===== config.mk =====
export PLATFORM = sky130hd
export DESIGN_NAME = apb3_cmd_master_flat
export DESIGN_NICKNAME = d
export VERILOG_FILES = /design/src/rtl/apb3_cmd_master_if.sv /design/src/rtl/apb3_cmd_master.sv /design/src/flat_wrapper.sv
export SDC_FILE = /design/constraint.sdc
export NUM_CORES = 1
export LEC_CHECK = 0
export CORE_ASPECT_RATIO = 1.4
export CORE_UTILIZATION = 40
export CTS_CLUSTER_DIAMETER = 80
export DETAILED_ROUTE_END_ITERATION = 10
export PLACE_DENSITY_LB_ADDON = 0.3
export SLEW_MARGIN = 30
export SYNTH_ARGS = -nofsm -noshare
export SYNTH_HDL_FRONTEND = slang
export SYNTH_SLANG_ARGS = --single-unit

===== constraint.sdc =====
create_clock -name io_systemClk -period 1.9 [get_ports io_systemClk]
set_input_delay 0.475 -clock io_systemClk [delete_from_list [all_inputs] [get_ports io_systemClk]]
set_output_delay 0.475 -clock io_systemClk [all_outputs]
set_load 0.03 [all_outputs]

===== src/rtl/apb3_cmd_master_if.sv =====
// Command/response stream and APB3 bus bundle for apb3_cmd_master.
// The master modport is the initiator's view; slave is the environment (command source + APB slave).
interface apb3_cmd_master_if #(
   parameter int ADDR_WIDTH = 16
) ();
   logic                  cmd_valid;
   logic                  cmd_ready;
   logic                  cmd_write;
   logic [ADDR_WIDTH-1:0] cmd_addr;
   logic [31:0]           cmd_wdata;
   logic                  rsp_valid;
   logic                  rsp_ready;
   logic [31:0]           rsp_rdata;
   logic                  rsp_error;
   logic                  rsp_timeout;
   logic [ADDR_WIDTH-1:0] PADDR;
   logic                  PSEL;
   logic                  PENABLE;
   logic                  PWRITE;
   logic [31:0]           PWDATA;
   logic                  PREADY;
   logic [31:0]           PRDATA;
   logic                  PSLVERROR;

   modport master (
      input  cmd_valid, cmd_write, cmd_addr, cmd_wdata, rsp_ready,
      input  PREADY, PRDATA, PSLVERROR,
      output cmd_ready, rsp_valid, rsp_rdata, rsp_error, rsp_timeout,
      output PADDR, PSEL, PENABLE, PWRITE, PWDATA
   );

   modport slave (
      output cmd_valid, cmd_write, cmd_addr, cmd_wdata, rsp_ready,
      output PREADY, PRDATA, PSLVERROR,
      input  cmd_ready, rsp_valid, rsp_rdata, rsp_error, rsp_timeout,
      input  PADDR, PSEL, PENABLE, PWRITE, PWDATA
   );
endinterface


===== src/rtl/apb3_cmd_master.sv =====
// Single-outstanding command stream to APB3 initiator with registered response beat.
// Optional ACCESS-phase watchdog enabled by defining APB3_CMD_MASTER_TIMEOUT_EN.
module apb3_cmd_master #(
   parameter int ADDR_WIDTH     = 16,
   parameter int TIMEOUT_CYCLES = 256
) (
   input  logic               io_systemClk,
   input  logic               io_systemReset,
   apb3_cmd_master_if.master  bus,
   output logic [15:0]        txn_count
);
   typedef enum logic [1:0] {IDLE, SETUP, ACCESS, RESP} state_t;

   state_t                state_reg;
   logic                  cmd_ready_reg;
   logic                  psel_reg;
   logic                  penable_reg;
   logic [ADDR_WIDTH-1:0] paddr_reg;
   logic                  pwrite_reg;
   logic [31:0]           pwdata_reg;
   logic                  rsp_valid_reg;
   logic [31:0]           rsp_rdata_reg;
   logic                  rsp_error_reg;
   logic [15:0]           txn_count_reg;

   if (TIMEOUT_CYCLES < 1 || TIMEOUT_CYCLES > 65535) begin : g_bad_timeout
      $error("apb3_cmd_master: TIMEOUT_CYCLES must be in 1..65535");
   end

`ifdef APB3_CMD_MASTER_TIMEOUT_EN
   logic        rsp_timeout_reg;
   logic [15:0] wait_cnt_reg;
   assign bus.rsp_timeout = rsp_timeout_reg;
`else
   assign bus.rsp_timeout = 1'b0;
`endif

   always_ff @(posedge io_systemClk) begin
      if (io_systemReset) begin
         state_reg     <= IDLE;
         cmd_ready_reg <= 1'b0;
         psel_reg      <= 1'b0;
         penable_reg   <= 1'b0;
         paddr_reg     <= '0;
         pwrite_reg    <= 1'b0;
         pwdata_reg    <= '0;
         rsp_valid_reg <= 1'b0;
         rsp_rdata_reg <= '0;
         rsp_error_reg <= 1'b0;
         txn_count_reg <= '0;
`ifdef APB3_CMD_MASTER_TIMEOUT_EN
         rsp_timeout_reg <= 1'b0;
         wait_cnt_reg    <= '0;
`endif
      end else begin
         case (state_reg)
            IDLE: begin
               // cmd_ready rises one cycle after reset release, so the handshake keys off the register
               cmd_ready_reg <= 1'b1;
               if (cmd_ready_reg && bus.cmd_valid) begin
                  cmd_ready_reg <= 1'b0;
                  paddr_reg     <= bus.cmd_addr;
                  pwrite_reg    <= bus.cmd_write;
                  pwdata_reg    <= bus.cmd_wdata;
                  psel_reg      <= 1'b1;
                  state_reg     <= SETUP;
`ifdef APB3_CMD_MASTER_TIMEOUT_EN
                  wait_cnt_reg  <= '0;
`endif
               end
            end
            SETUP: begin
               penable_reg <= 1'b1;
               state_reg   <= ACCESS;
            end
            ACCESS: begin
               if (bus.PREADY) begin
                  psel_reg      <= 1'b0;
                  penable_reg   <= 1'b0;
                  rsp_valid_reg <= 1'b1;
                  rsp_rdata_reg <= pwrite_reg ? 32'd0 : bus.PRDATA;
                  rsp_error_reg <= bus.PSLVERROR;
                  txn_count_reg <= txn_count_reg + 16'd1;
                  state_reg     <= RESP;
`ifdef APB3_CMD_MASTER_TIMEOUT_EN
                  rsp_timeout_reg <= 1'b0;
               end else if (wait_cnt_reg == 16'(TIMEOUT_CYCLES - 1)) begin
                  // This edge closes the TIMEOUT_CYCLES-th stalled ACCESS cycle
                  psel_reg        <= 1'b0;
                  penable_reg     <= 1'b0;
                  rsp_valid_reg   <= 1'b1;
                  rsp_rdata_reg   <= '0;
                  rsp_error_reg   <= 1'b1;
                  rsp_timeout_reg <= 1'b1;
                  txn_count_reg   <= txn_count_reg + 16'd1;
                  state_reg       <= RESP;
               end else begin
                  wait_cnt_reg <= wait_cnt_reg + 16'd1;
`endif
               end
            end
            RESP: begin
               if (bus.rsp_ready) begin
                  rsp_valid_reg <= 1'b0;
                  cmd_ready_reg <= 1'b1;
                  state_reg     <= IDLE;
               end
            end
            default: state_reg <= IDLE;
         endcase
      end
   end

   assign bus.cmd_ready = cmd_ready_reg;
   assign bus.PSEL      = psel_reg;
   assign bus.PENABLE   = penable_reg;
   assign bus.PADDR     = paddr_reg;
   assign bus.PWRITE    = pwrite_reg;
   assign bus.PWDATA    = pwdata_reg;
   assign bus.rsp_valid = rsp_valid_reg;
   assign bus.rsp_rdata = rsp_rdata_reg;
   assign bus.rsp_error = rsp_error_reg;
   assign txn_count     = txn_count_reg;
endmodule


===== src/flat_wrapper.sv =====
// flat-port wrapper written by rule: the top's interface ports become plain ports
module apb3_cmd_master_flat 
#(
   parameter int ADDR_WIDTH     = 16,
   parameter int TIMEOUT_CYCLES = 256
)
  (io_systemClk, io_systemReset, txn_count, bus_cmd_valid, bus_cmd_write, bus_cmd_addr, bus_cmd_wdata, bus_rsp_ready, bus_PREADY, bus_PRDATA, bus_PSLVERROR, bus_cmd_ready, bus_rsp_valid, bus_rsp_rdata, bus_rsp_error, bus_rsp_timeout, bus_PADDR, bus_PSEL, bus_PENABLE, bus_PWRITE, bus_PWDATA);
  apb3_cmd_master_if #(.ADDR_WIDTH(ADDR_WIDTH)) bus_i ();
  input  logic io_systemClk;
  input  logic io_systemReset;
  output logic [15:0] txn_count;
  input wire logic [$bits(bus_i.cmd_valid)-1:0] bus_cmd_valid;
  input wire logic [$bits(bus_i.cmd_write)-1:0] bus_cmd_write;
  input wire logic [$bits(bus_i.cmd_addr)-1:0] bus_cmd_addr;
  input wire logic [$bits(bus_i.cmd_wdata)-1:0] bus_cmd_wdata;
  input wire logic [$bits(bus_i.rsp_ready)-1:0] bus_rsp_ready;
  input wire logic [$bits(bus_i.PREADY)-1:0] bus_PREADY;
  input wire logic [$bits(bus_i.PRDATA)-1:0] bus_PRDATA;
  input wire logic [$bits(bus_i.PSLVERROR)-1:0] bus_PSLVERROR;
  output wire logic [$bits(bus_i.cmd_ready)-1:0] bus_cmd_ready;
  output wire logic [$bits(bus_i.rsp_valid)-1:0] bus_rsp_valid;
  output wire logic [$bits(bus_i.rsp_rdata)-1:0] bus_rsp_rdata;
  output wire logic [$bits(bus_i.rsp_error)-1:0] bus_rsp_error;
  output wire logic [$bits(bus_i.rsp_timeout)-1:0] bus_rsp_timeout;
  output wire logic [$bits(bus_i.PADDR)-1:0] bus_PADDR;
  output wire logic [$bits(bus_i.PSEL)-1:0] bus_PSEL;
  output wire logic [$bits(bus_i.PENABLE)-1:0] bus_PENABLE;
  output wire logic [$bits(bus_i.PWRITE)-1:0] bus_PWRITE;
  output wire logic [$bits(bus_i.PWDATA)-1:0] bus_PWDATA;
  assign bus_i.cmd_valid = bus_cmd_valid;
  assign bus_i.cmd_write = bus_cmd_write;
  assign bus_i.cmd_addr = bus_cmd_addr;
  assign bus_i.cmd_wdata = bus_cmd_wdata;
  assign bus_i.rsp_ready = bus_rsp_ready;
  assign bus_i.PREADY = bus_PREADY;
  assign bus_i.PRDATA = bus_PRDATA;
  assign bus_i.PSLVERROR = bus_PSLVERROR;
  assign bus_cmd_ready = bus_i.cmd_ready;
  assign bus_rsp_valid = bus_i.rsp_valid;
  assign bus_rsp_rdata = bus_i.rsp_rdata;
  assign bus_rsp_error = bus_i.rsp_error;
  assign bus_rsp_timeout = bus_i.rsp_timeout;
  assign bus_PADDR = bus_i.PADDR;
  assign bus_PSEL = bus_i.PSEL;
  assign bus_PENABLE = bus_i.PENABLE;
  assign bus_PWRITE = bus_i.PWRITE;
  assign bus_PWDATA = bus_i.PWDATA;
  apb3_cmd_master #(.ADDR_WIDTH(ADDR_WIDTH), .TIMEOUT_CYCLES(TIMEOUT_CYCLES)) u_core (.io_systemClk(io_systemClk), .io_systemReset(io_systemReset), .bus(bus_i), .txn_count(txn_count));
endmodule

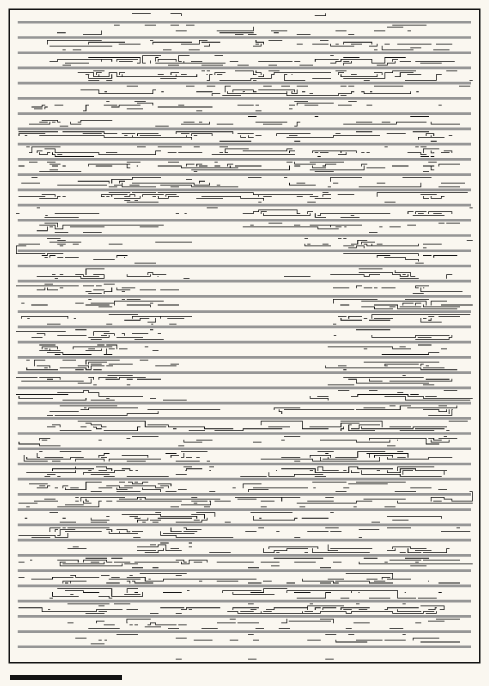
**Above:** the metal 1 layer.
The bar under the picture is 20 microns long. Supply wires on this layer in grey.
wire length on this layer: 4120 microns
main direction: horizontal
nets with wire on the layer: 603
vias: 3601
met1 GRT Util: 0.2331
Detailed Route WL: 10.20 mm

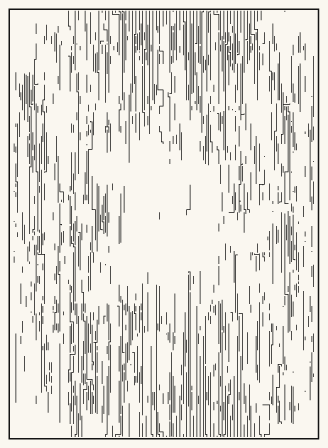
**Above:** metal 2.
share of all routed wire: 51%
nets with wire on the layer: 596
GR met2 Demand/Resource: 0.3637

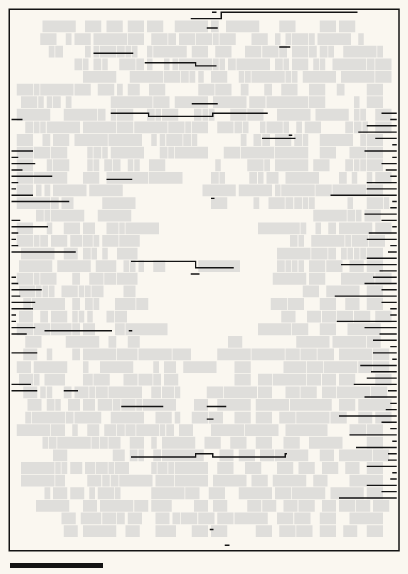
**Above:** signal wires on met3.
The bar under the picture is 20 microns long.
main direction: horizontal
nets with wire on the layer: 103
wire length on this layer: 607 microns
M3 GR Usage: 0.05230

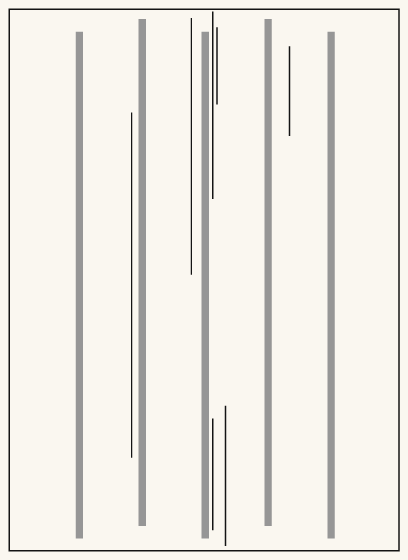
**Above:** met4 routing.
Supply wires on this layer in grey.
longest straight run: 74.1 microns
wire length on this layer: 258 microns
nets with wire on the layer: 7
main direction: vertical

==> reports/results.ini <==
[clock_network]
cts_max_path_buffers=2

[timing]
tightestPinTransition_ps=719.7
fmax_mhz=537.9

[grt]
grt_overflow=0

[cells_and_area]
seqCellArea_sq_um=2082
area_growth_pct=63.65
final_layout_top_logic_cell=clkdlybuf4s50_1
clk_share=0.04598
inv_count=6

[setup_path]
r2r-end=u_core.txn_count[9]
crit_slowest_cell=clkdlybuf4s50_1

[status]
status=completed

[die]
coreArea_sq_um=9029

[hold_path]
hold_depth=2

[power_and_ir_drop]
p_comb_mw=2.13
power.group.top=registers
pwr-share-clk=0.269
p_clk_mw=1.74

[yosys]
async_reset_ff_frac=0
fp_nets=511

## cells in the mapped netlist, drive strengths merged, types with 2 or more instances
library cell	number
nand2	112
dfxtp	104
a21oi	60
a22o	32
nor2	19
clkbuf	17
buf	11
ha	6
inv	6
nand3	6
nor3	6
o21ai	4
xnor2	4
xor2	4
nand4	3
and4	2
or3	2
## logic make-up (layout without fill, tap and decap cells)
logic type / count (synthesis) / count (layout) / share of synthesized area
and+or+nand+nor: 157 / 157 / 0.1779
AOI/OAI and AO/OA: 106 / 106 / 0.1823
DFF: 104 / 104 / 0.5565
buffers and inverters: 34 / 228 / 0.03779
xor gates and xnor gates: 8 / 8 / 0.01873
adders and majority gates: 6 / 6 / 0.02007
muxes: 2 / 2 / 0.005686
other: 1 / 1 / 0.001002
Power figures rest on the tool's default switching activity, not on a simulated workload.
